**Where the registers sit**

The bar under the picture is 20 µm long. Other sequential cells in the stronger grey, the rest of the logic in the fainter grey.
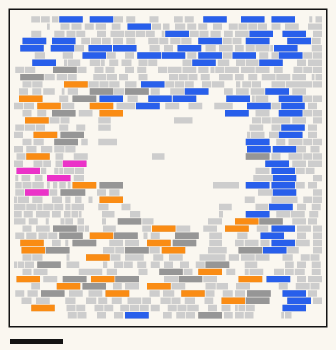
**Drive-strength map**

The bar under the picture is 20 µm long.
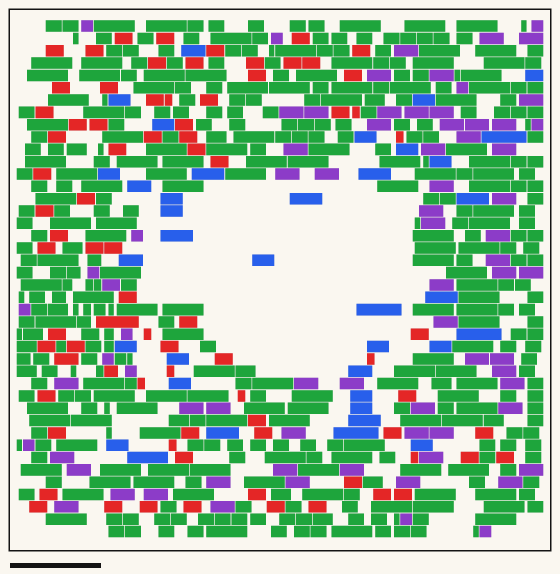
**Gate families picked out**

The bar under the picture is 20 µm long.
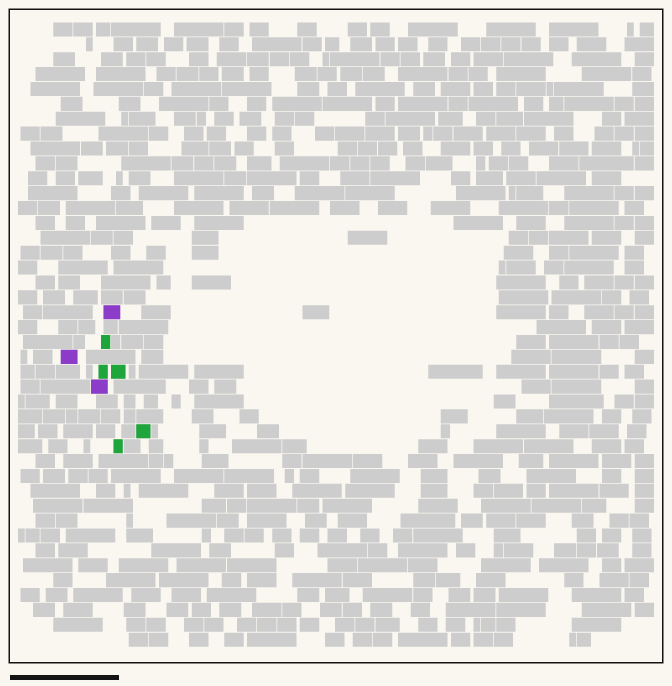
**Congestion heat map**

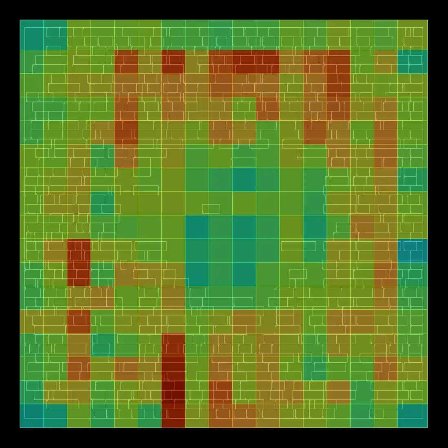
**src/rtl/icache_miss_handler_pkg.sv**
```systemverilog
// Shared types for the icache miss engine: bus command, response owner and FSM state.
package icache_miss_handler_pkg;

  localparam int XLEN           = 32;
  localparam int ICMH_BLK_BYTES = 8;

  typedef enum logic [1:0] {
    BUS_NONE  = 2'h0,
    BUS_LOAD  = 2'h1,
    BUS_STORE = 2'h2
  } bus_command_e;

  typedef enum logic {
    ICACHE = 1'b0,
    DCACHE = 1'b1
  } dest_cache_e;

  typedef enum logic [2:0] {
    IDLE      = 3'd0,
    REQ       = 3'd1,
    WAIT_DATA = 3'd2,
    PF_REQ    = 3'd3,
    PF_WAIT   = 3'd4
  } icmh_state_e;

endpackage

```
**src/rtl/icache_miss_handler.sv**
```systemverilog
// Single-demand icache miss engine: issues BUS_LOAD until accepted, waits for the tagged
// block and writes it into the icache. Define ICACHE_PREFETCH_EN for next-block prefetch.
module icache_miss_handler
  import icache_miss_handler_pkg::*;
#(
  parameter int BLK_OFF_BITS = 3
) (
  input  logic              clock,
  input  logic              reset,
  input  logic              miss_valid,
  input  logic [XLEN-1:0]   miss_addr,
  output logic              miss_ready,
  input  logic              squash,
  output bus_command_e      icache_command,
  output logic [XLEN-1:0]   icache_addr,
  input  logic [3:0]        control2cache_response,
  input  dest_cache_e       control2cache_response_which,
  input  logic [63:0]       control2cache_data,
  input  logic [3:0]        control2cache_tag,
  input  dest_cache_e       control2cache_tag_which,
  output logic              fill_valid,
  output logic [XLEN-1:0]   fill_addr,
  output logic [63:0]       fill_data,
  output logic              fill_is_prefetch,
  output icmh_state_e       fsm_state
);

  // Handshake: a miss transfers on a rising clock edge where miss_valid && miss_ready.
  localparam logic [XLEN-1:0] BLK_STEP = XLEN'(1) << BLK_OFF_BITS;
  localparam logic [XLEN-1:0] BLK_MASK = ~(BLK_STEP - XLEN'(1));

  icmh_state_e     state;
  logic [XLEN-1:0] req_addr;
  logic [3:0]      saved_tag;
  logic            miss_fire;
  logic [XLEN-1:0] miss_blk;
  logic            resp_ok;
  logic            data_ok;

  assign miss_fire = miss_valid && miss_ready;
  assign miss_blk  = miss_addr & BLK_MASK;
  assign resp_ok   = (control2cache_response != 4'd0) && (control2cache_response_which == ICACHE);
  assign data_ok   = (control2cache_tag != 4'd0) && (control2cache_tag == saved_tag) &&
                     (control2cache_tag_which == ICACHE);
  assign fsm_state = state;

`ifdef ICACHE_PREFETCH_EN
  logic            pend_valid;
  logic [XLEN-1:0] pend_addr;
  logic            promoted;
  logic            fill_pf_q;
  logic            same_blk;

  assign same_blk         = (miss_blk == req_addr);
  assign fill_is_prefetch = fill_pf_q;
`else
  assign fill_is_prefetch = 1'b0;
`endif

  always_comb begin
    miss_ready = 1'b0;
    case (state)
      IDLE:    miss_ready = 1'b1;
`ifdef ICACHE_PREFETCH_EN
      PF_REQ,
      PF_WAIT: miss_ready = !pend_valid && !promoted;
`endif
      default: miss_ready = 1'b0;
    endcase
  end

  always_ff @(posedge clock or negedge reset) begin
    if (!reset) begin
      state          <= IDLE;
      req_addr       <= '0;
      saved_tag      <= 4'd0;
      icache_command <= BUS_NONE;
      icache_addr    <= '0;
      fill_valid     <= 1'b0;
      fill_addr      <= '0;
      fill_data      <= 64'd0;
`ifdef ICACHE_PREFETCH_EN
      pend_valid     <= 1'b0;
      pend_addr      <= '0;
      promoted       <= 1'b0;
      fill_pf_q      <= 1'b0;
`endif
    end else begin
      fill_valid <= 1'b0;
      case (state)
        IDLE: begin
          if (miss_fire) begin
            req_addr       <= miss_blk;
            icache_addr    <= miss_blk;
            icache_command <= BUS_LOAD;
            state          <= REQ;
          end
        end
        REQ: begin
          // An acceptance in the same cycle as squash still wins.
          if (resp_ok) begin
            saved_tag      <= control2cache_response;
            icache_command <= BUS_NONE;
            state          <= WAIT_DATA;
          end else if (squash) begin
            icache_command <= BUS_NONE;
            state          <= IDLE;
          end
        end
        WAIT_DATA: begin
          if (data_ok) begin
            fill_valid <= 1'b1;
            fill_addr  <= req_addr;
            fill_data  <= control2cache_data;
`ifdef ICACHE_PREFETCH_EN
            fill_pf_q      <= 1'b0;
            req_addr       <= req_addr + BLK_STEP;
            icache_addr    <= req_addr + BLK_STEP;
            icache_command <= BUS_LOAD;
            state          <= PF_REQ;
`else
            state      <= IDLE;
`endif
          end
        end
`ifdef ICACHE_PREFETCH_EN
        PF_REQ: begin
          if (resp_ok) begin
            saved_tag      <= control2cache_response;
            icache_command <= BUS_NONE;
            state          <= PF_WAIT;
            if (miss_fire && same_blk) begin
              promoted <= 1'b1;
            end else if (miss_fire) begin
              pend_valid <= 1'b1;
              pend_addr  <= miss_blk;
            end
          end else if (miss_fire && !same_blk) begin
            // The un-accepted prefetch is abandoned in favour of the new demand.
            req_addr    <= miss_blk;
            icache_addr <= miss_blk;
            promoted    <= 1'b0;
            state       <= REQ;
          end else if (squash) begin
            icache_command <= BUS_NONE;
            promoted       <= 1'b0;
            state          <= IDLE;
          end else if (miss_fire) begin
            promoted <= 1'b1;
          end
        end
        PF_WAIT: begin
          if (miss_fire && same_blk) begin
            promoted <= 1'b1;
          end else if (miss_fire) begin
            pend_valid <= 1'b1;
            pend_addr  <= miss_blk;
          end
          if (data_ok) begin
            fill_valid <= 1'b1;
            fill_addr  <= req_addr;
            fill_data  <= control2cache_data;
            fill_pf_q  <= !(promoted || (miss_fire && same_blk));
            promoted   <= 1'b0;
            pend_valid <= 1'b0;
            if (pend_valid) begin
              req_addr       <= pend_addr;
              icache_addr    <= pend_addr;
              icache_command <= BUS_LOAD;
              state          <= REQ;
            end else if (miss_fire && !same_blk) begin
              req_addr       <= miss_blk;
              icache_addr    <= miss_blk;
              icache_command <= BUS_LOAD;
              state          <= REQ;
            end else begin
              state <= IDLE;
            end
          end
        end
`endif
        default: begin
          icache_command <= BUS_NONE;
          state          <= IDLE;
        end
      endcase
    end
  end

endmodule

```
**config.mk**
```make
export PLATFORM = sky130hd
export DESIGN_NAME = icache_miss_handler
export DESIGN_NICKNAME = d
export VERILOG_FILES = /design/src/rtl/icache_miss_handler_pkg.sv /design/src/rtl/icache_miss_handler.sv
export SDC_FILE = /design/constraint.sdc
export NUM_CORES = 1
export LEC_CHECK = 0
export CAP_MARGIN = 20
export CORE_UTILIZATION = 38
export CTS_BUF_LIST = sky130_fd_sc_hd__clkbuf_8
export DETAILED_ROUTE_END_ITERATION = 10
export GPL_TIMING_DRIVEN = 0
export PLACE_DENSITY = 0.87
export SKIP_LAST_GASP = 1
export SLEW_MARGIN = 20
export SYNTH_ARGS = -nofsm -noshare
export SYNTH_HDL_FRONTEND = slang
export SYNTH_SLANG_ARGS = --single-unit
```
**constraint.sdc**
```tcl
create_clock -name clock -period 2.1 [get_ports clock]
set_clock_uncertainty 0.05 [all_clocks]
set_input_delay 0.63 -clock clock [delete_from_list [all_inputs] [get_ports clock]]
set_output_delay 0.63 -clock clock [all_outputs]
set_load 0.01 [all_outputs]
```
==> results.yml <==
# implementation run metrics
synthesis:
  syn_inst: 303
  top_cell: "dfrtp_1"
  ys_sh_mux_pct: 31.2
  fa_ha_area_share_pct: 0
  xor_share_pct: 0.504
  yosys_warnings: 0
  ys_sh_simple_pct: 1.34
  top_area_share_pct: 62.4
  syn_avg_cell_area_um2: 17.2
  synth-edff-count: 0
  ys_seq_share_pct: 62.4
  yosys.area.top_type: "dfrtp_1"
  synth_area_um2: 5220
  top_logic_kind: "multiplexers"
  top_cells_by_area: "dfrtp_1, mux2_4, mux2_2"
  ys_cells: 303
  ys_sh_aoi_pct: 0.936
  ys_area_um2: 5220
  ys_ff: 130
power_and_ir_drop:
  p_leak_nw: 4.15
  intPower_mw: 7.87
  powerClk_mw: 1.73
  clkPwrFrac_pct: 15.5
  power_switching_mw: 3.30
  swShare_pct: 29.6
  peakVddDrop_mv: 0.613
  p_per_area_nw_per_um2: 1320
  powerComb_mw: 5.04
  p_seq_share_pct: 39.4
  power_top_consumer: "combinational logic"
  comb_power_share_pct: 45.1
  power.total_mw: 11.2
finish:
  instances_no_fill: 762
  largest_reg_flops: 64
  fin_area_um2: 8460
  n_antenna_cell: 0
  layout.nets: 684
  logic_area_um2: 1820
  layout.nonclk_buf_share_pct: 33.6
  clk_share_pct: 3.73
  comb.multi_input.count: 156
  top_register: "fill_data"
  area_growth_pct: 62.2
  largest_cell_class: "sequential cells"
  n_all_inverters: 2
  drive_gt1_share_pct: 32.4
  lay_top_cells: "clkdlybuf4s50_1, dfrtp_1, mux2_2"
  clkbuf_count: 19
  seq_cells: 130
cts:
  cts_buffer_depth: 2
  htreeDepth: 4
  postCtsSetupRepairBufs: 4
  tritoncts: "yes"
  clkTransAtPathRegs_ps: 70
  ctsHoldBuffers: 0
  cts.repair.resized: 33
  cts_root_buf: "clkbuf_8"
  cts.sinks: 130
  clock_latency_ps: 420
worst_setup_path:
  critPathBufInv: 4
  r2r_cells: 7
  worst_setup_path_start_kind: "input port"
  ff2ff_setup_slack_ps: -220
  path_depth: 8
  rr_endpoint: "fill_data[0]"
  cpLargestDelayFamily: "buffers and inverters"
  setup.worst_path.end_class: "flip-flop"
  cpMostUsedCell: "buf_12"
  crit_path_top_delay_cell: "or4_4"
  path_max_fanout: 10
  critPathMaxStageDelay_ps: 430
  endpoint: "fill_data[0]"
  critical_path_class: "in -> reg"
  crit_chain: "clkdlybuf4s15_1 -> xor2_1 -> a2111o_1 -> or4_4 -> buf_8 -> buf_12 -> buf_12 -> mux2_4"
  r2r_start: "saved_tag[2]"
  cp.arrival_ps: 2590
sta:
  drv_slew: 0
  finalWorstSetupSlack_ps: -240
  final.setup.tns_ps: -19240
  final-hold-violation-count: 0
  relSlewSlack_pct: 60.8
  period_used_pct: 111
  hold_ws_ps: 138
  finalCriticalPeriod_ps: 2340
  setup_viol: 93
  rsz0062_at_grt: "true"
detailed_routing:
  wl_met1_um: 5130
  vias_per_cell: 4.59
  wl_met2_um: 6580
  vias: 3501
  drc: 0
  drt_pre_antenna_iters: 4
  postRouteAntennaNets: 0
  dr.max_layer_used: "met4"
  wire_per_inst_um: 16.8
  drt_iter0_markers: 95
  wl_met3_um: 822
placement:
  place_congestion: 0.780
  dp.cells: 721
  place_ws_ps: -1040
  portBuffers: 233
flow_run:
  warnings: 32
  maxCapViolCount: 0
global_route:
  first_global_vias: 3768
  grt_max_degree: 70
  grt_pass1_wl_um: 20300
  grtUsageMet1_pct: 22.4
  busiest_layer: "met2"
  grt_util_met2_pct: 31.3
  grt.overflow.total: 0
die:
  taps: 176
  core.rowCount: 42
  die-area_um2: 14200
  floorplan.core_util_pct: 39.2
outcome:
  violations: "negative setup slack"
  run_status: "complete, but fails checks"
min_path:
  min_path_type: "in -> async"
Back to the opening pictures, 'where the registers sit':
Magenta is saved_tag, sequential cells 4, where middle left. Blue is fill_data, sequential cells 64, where all over the die. Orange is icache_addr, sequential cells 29.
Another 33 sequential cells are not coloured.
Flop area: 3250 µm²
sequential cell power: 4.40 mW
final core occ: 63.6%
fraction of area in registers: 38.5%

Back to the opening pictures, 'drive-strength map':
Purple is _3 and _4 cells, cells 74. Red is _2 cells, cells 79. Green is _0 and _1 cells, cells 396. Blue is _6 and larger, cells 37.
Non-CTS buffers: 267
setup ws final: -240 ps

Back to the opening pictures, 'gate families picked out':
Purple is xor and xnor cells, cells 3, most used xor2_1. Green is aoi and oai cells, cells 5, most used a21oi_1, where middle left.
multi-input combinational area share: 21.5%
most common logic cell in the routed design: clkdlybuf4s50_1

Back to the opening pictures, 'congestion heat map':
GR Util All Layers: 18.8%
met3 Use GR: 6.13%

Power is estimated from default activity; no workload was simulated.
